==> config.mk <==
export PLATFORM = sky130hd
export DESIGN_NAME = vga_scanout
export DESIGN_NICKNAME = d
export VERILOG_FILES = /design/src/rtl/vga_timing_pkg.sv /design/src/rtl/pixel_fifo.sv /design/src/rtl/vga_scanout.sv
export SDC_FILE = /design/constraint.sdc
export NUM_CORES = 1
export LEC_CHECK = 0
export ABC_AREA = 1
export CAP_MARGIN = 20
export CELL_PAD_IN_SITES_DETAIL_PLACEMENT = 0
export CELL_PAD_IN_SITES_GLOBAL_PLACEMENT = 2
export CORE_MARGIN = 2
export CORE_UTILIZATION = 35
export CTS_CLUSTER_DIAMETER = 60
export DETAILED_ROUTE_END_ITERATION = 10
export PLACE_DENSITY_LB_ADDON = 0.3
export RECOVER_POWER = 50
export SYNTH_ARGS = -nofsm -noshare
export SYNTH_HDL_FRONTEND = slang
export SYNTH_SLANG_ARGS = --single-unit
==> constraint.sdc <==
create_clock -name clk -period 3.3 [get_ports clk]
set_clock_uncertainty 0.1 [all_clocks]
set_input_delay 0.99 -clock clk [delete_from_list [all_inputs] [get_ports clk]]
set_output_delay 0.99 -clock clk [all_outputs]
set_load 0.01 [all_outputs]
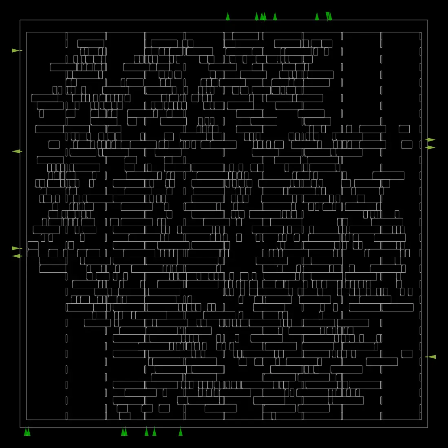
(run_1/placed.png)
Tap Count: 260
Std-Cell Core Area: 18800 um^2

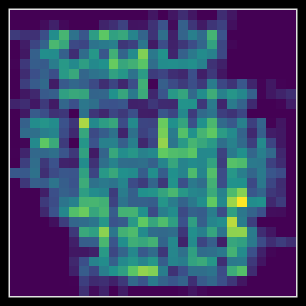
(run_1/route_heat.png)
(2 px per um) The die is cut into 29 by 29 equal tiles; dark purple is low, yellow is high, scaled to the fullest tile. Values are wire area over tile area, all layers added.
The fullest tile reaches 0.41. The densest ninth of the die: centre. 24% of the tiles are nearly empty. 17% of the tiles are over half the peak. The mean over all tiles is 0.11.
via count: 4506
WL per Instance: 14.8 um
gr usage total: 0.157

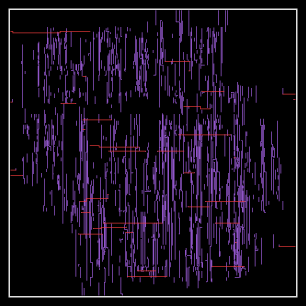
(run_1/layers.png)
(2 px per um) Only two layers are drawn.
Key: red = M3 [wire length 387 um]; purple = M2 [wire length 6900 um]
final WL: 14600 um

==> results.ini, run 1 <==
[setup_path]
path_class = reg2reg
crit_arrival_ns = 2.91

[detailed_routing]
final_antenna_net_count = 0
viasPerCell = 4.57
first_pass_iters = 4

[sta]
period_used_share = 0.819
finalSetupViolCount = 0
finalMaxSlewViolations = 38
fin_crit_ns = 2.70

[clock_tree]
clkLatencyLatePin_ns = 0.42
cts_resized = 0
cts.sinks = 151
clockBufferDepth = 2
clk_pin_slew_ns = 0.06
clockRootBuffer = clkbuf_16

[logic_synthesis]
compound_area_frac = 0.0291
yosys_warnings = 0
top_cell_area_share = 0.426
fp_nets = 705
flop_cell = edfxtp_1
ys_types = 37
ys_ff = 151
ys_sh_simple = 0.233
adder_share = 0.0278
syn_avg_cell_area_um2 = 9.96

[placement]
dp_hpwl_um = 9810

[global_route]
antenna_found_initial = 0
grt_max_degree = 51
grt-ovfl-total = 0
grt_pass1_wl_um = 24200

[worst_hold_path]
min_delay_path_depth = 2

[power_and_ir_drop]
ir_worst_vdd_uv = 386
p_int_mw = 4.01
power_switching_mw = 1.70

[run_status]
violations = capacitance limit, slew limit
status = finished with violations

[floorplan]
die_width_um = 143
fp_util = 0.359

[job]
drv_cap = 1

[layout]
area_delta_synth_final_pct = 17.0

==> run 1: worst max-delay path, cell delays in order (launching register included) <==
cell,delay [ns]
dfrtp_1,0.41
nand2_1,0.10
nor2_1,0.26
nand2_1,0.25
nand3_4,0.21
nor2_4,0.05
ha_1,0.28
xor2_1,0.18
ha_1,0.19
inv_1,0.04
nand2_1,0.06
nand2_1,0.08
nand2_1,0.06
nand2_1,0.07
nand2_1,0.05
nand2_1,0.05
nand2_1,0.04
nand2_1,0.05
nand2_1,0.04
==> run 1: per-stage QoR <==
| step | hold slack [ns] | setup WS (ns) | util | instances | instance area (um^2) |
|---|---|---|---|---|---|
| global route | 0.412 | 0.295 | 0.420 | 985 | 7910 |
| floorplan | 0.343 | 0.800 | - | 679 | 6760 |
| global placement | 0.359 | 0.287 | 0.387 | 953 | 7280 |
| CTS | 0.379 | 0.660 | 0.421 | 985 | 7930 |
| detailed placement | 0.363 | 0.288 | 0.387 | 953 | 7280 |
| finish | 0.376 | 0.599 | 0.420 | 985 | 7910 |
==> run 1: cells by family (layout without fill, tap and decap cells) <==
| family | Yosys count | in the layout |
|---|---|---|
| fa+ha+maj | 15 | 15 |
| xor+xnor | 19 | 19 |
| simple gates | 367 | 367 |
| flops | 151 | 151 |
| buf+inv | 91 | 137 |
| compound gates | 36 | 36 |
==> run 1: power by group through the flow <==
stage | combinational [mW] | sequential (mW) | clock, mW
after global routing | 1.42 | 2.39 | 2.25
after floorplan | 0.837 | 2.38 | 0
after global placement | 1.25 | 2.40 | 0
final | 1.23 | 2.36 | 2.12
after CTS | 1.27 | 2.37 | 2.17
after detailed placement | 1.26 | 2.40 | 0
==> run 1: layer usage <==
metal  part of all wire  GRT usage  vias up
met5                  0          0        -
met4              0.015     0.0604        0
met3              0.026     0.0312       15
met2               0.47      0.252       55
met1               0.49      0.211     2142
li1                   -          -     2294
==> run 1: cells in the final DEF (no fill, tap or decap), types with 12 or more instances in the layout <==
| cell | n |
|---|---|
| nand3_1 | 72 |
| clkdlybuf4s50_1 | 12 |
| edfxtp_1 | 96 |
| ha_1 | 15 |
| clkbuf_16 | 17 |
| xor2_1 | 14 |
| buf_4 | 12 |
| dfrtp_1 | 53 |
| inv_1 | 69 |
| nand2_1 | 197 |
| nor2_1 | 68 |
| o21ai_0 | 21 |
==> run 1: layout make-up <==
class / count / area [um^2]
timing repair buffer: 34 / 285
tap: 260 / 325
multi-input combinational: 437 / 2130
clock buffer: 17 / 425
sequential: 151 / 4260
clock inverter: 15 / 223
fill: 1850 / 10900
inverter: 71 / 267
==> run 2, diff against run 1 <==
==> constraint.sdc (replaced) <==
create_clock -name clk -period 2.3 [get_ports clk]
set_clock_uncertainty 0.1 [all_clocks]
set_input_delay 0.69 -clock clk [delete_from_list [all_inputs] [get_ports clk]]
set_output_delay 0.69 -clock clk [all_outputs]
set_load 0.01 [all_outputs]
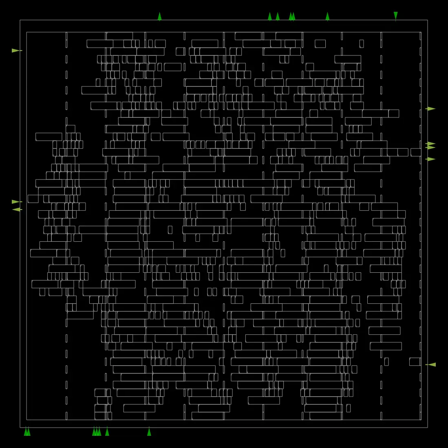
(run_2/placed.png)
Core Util, Final: 0.443
fraction of area in registers: 0.510

==> results.ini, run 2 <==
[layout]
fin_area_um2 = 8350
lay_top_cells = nand2_1 (195), edfxtp_1 (96), nand3_1 (72)
stdcell_count = 1035
fill_cells = 1802
lay_top_count = nand2_1
area_delta_synth_final_pct = 23.5

[placement]
dp_hpwl_um = 9920
placedCellCount = 1000
placed_area_um2 = 7680

[floorplan]
core_area_um2 = 18800
fp_util = 0.359

[setup_path]
critical_path.max_stage_delay_ns = 0.38
crit_arrival_ns = 2.62
path_class = reg2reg
slowest_stage = dfrtp_1

[sta]
whs_ns = 0.336
finalMaxSlewViolations = 0
finalSetupViolCount = 2
period_used_share = 1.05
setup_ws_ns = -0.119
fin_crit_ns = 2.42

[run_status]
status = finished with violations
violations = setup timing

[clock_tree]
clkLatencyLatePin_ns = 0.41
clockRootBuffer = clkbuf_16
cts.sinks = 151
clk_pin_slew_ns = 0.06
clockBufferDepth = 2

[global_route]
grt_max_degree = 51
antenna_found_initial = 0
grt-ovfl-total = 0

[logic_synthesis]
yosys_warnings = 0
flop_cell = edfxtp_1
ys_types = 37
ys_ff = 151

[detailed_routing]
vias = 4632
viasPerCell = 4.48
wirelength_um = 14300
first_pass_iters = 5
wire_per_inst_um = 13.9

[job]
drv_cap = 0

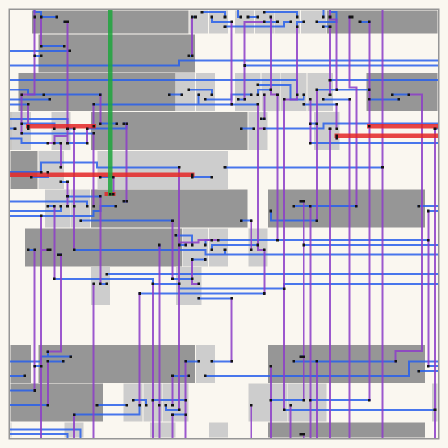
(run_2/closeup.png)
Region (56, 56) to (86, 86) um. Cells in grey, sequential cells in the stronger grey; small squares are vias.
Key: purple = M2; green = M4; red = M3; blue = M1
Sequential cells in the window: 11. 42 logic cells have their middle in the window. Most frequent: edfxtp_1 (11), nand3_1 (8), nand2_1 (7).

[run 2: cell counts after synthesis]
Identical to the previous run, type by type.
[run 2: metal layers]
layer	GRT usage	vias up	wire length, um
li1	-	2401	-
met1	0.203	2163	6740
met5	0	-	0
met4	0.0542	0	163
met2	0.254	56	7080
met3	0.0322	12	362
[run 2: cell type report]
cell class	instances	area, um^2	area share
Clock inverter	10	136	0.0163
Tap cell	260	325	0.0390
Multi-Input combinational cell	437	2170	0.260
Inverter	71	267	0.0319
Clock buffer	22	518	0.0620
Sequential cell	151	4260	0.510
Timing Repair Buffer	84	668	0.0800
[run 2: worst max-delay path: cells and delay by family (launching register included)]
family	cells	cell delay [ns]
simple gates	12	1.27
xor+xnor	1	0.16
fa+ha+maj	2	0.38
buf+inv	1	0.03
flops	1	0.38
[run 2: cells by family (layout without fill, tap and decap cells)]
kind of cell	Yosys count	in the layout	synth area share
DFF	151	151	0.630
and+or+nand+nor	367	367	0.233
AOI/OAI and AO/OA	36	36	0.0291
xor gates and xnor gates	19	19	0.0246
adders and majority gates	15	15	0.0278
buffers and inverters	91	187	0.0550
[run 2: stage by stage]
stage                      util  worst slack, ns  setup TNS (ns)  total power [mW]
after floorplan               -           -0.131          -0.131              4.62
after global placement    0.408           -0.285          -12.22              5.38
after detailed placement  0.408           -0.339          -14.53              5.42
after CTS                 0.445           -0.116          -0.129              8.45
after global routing      0.443           -0.288          -0.698              8.81
final                     0.443           -0.119          -0.185              8.33
[run 2: repair_timing]
action                                  CTS  global route
hold buffers                              0             0
gates resized                             4             4
pin swaps                                 1             8
endpoints found under the setup margin    3             4
setup buffers                             1             2
[run 2: power by group]
part / total (mW) / internal [mW] / switching (mW)
sequential: 3.38 / 3.22 / 0.155
clock: 2.97 / 1.93 / 1.04
combinational: 1.98 / 0.737 / 1.25
total: 8.33 / 5.89 / 2.44
No activity file was given, so power comes from the tool's default toggle rates.
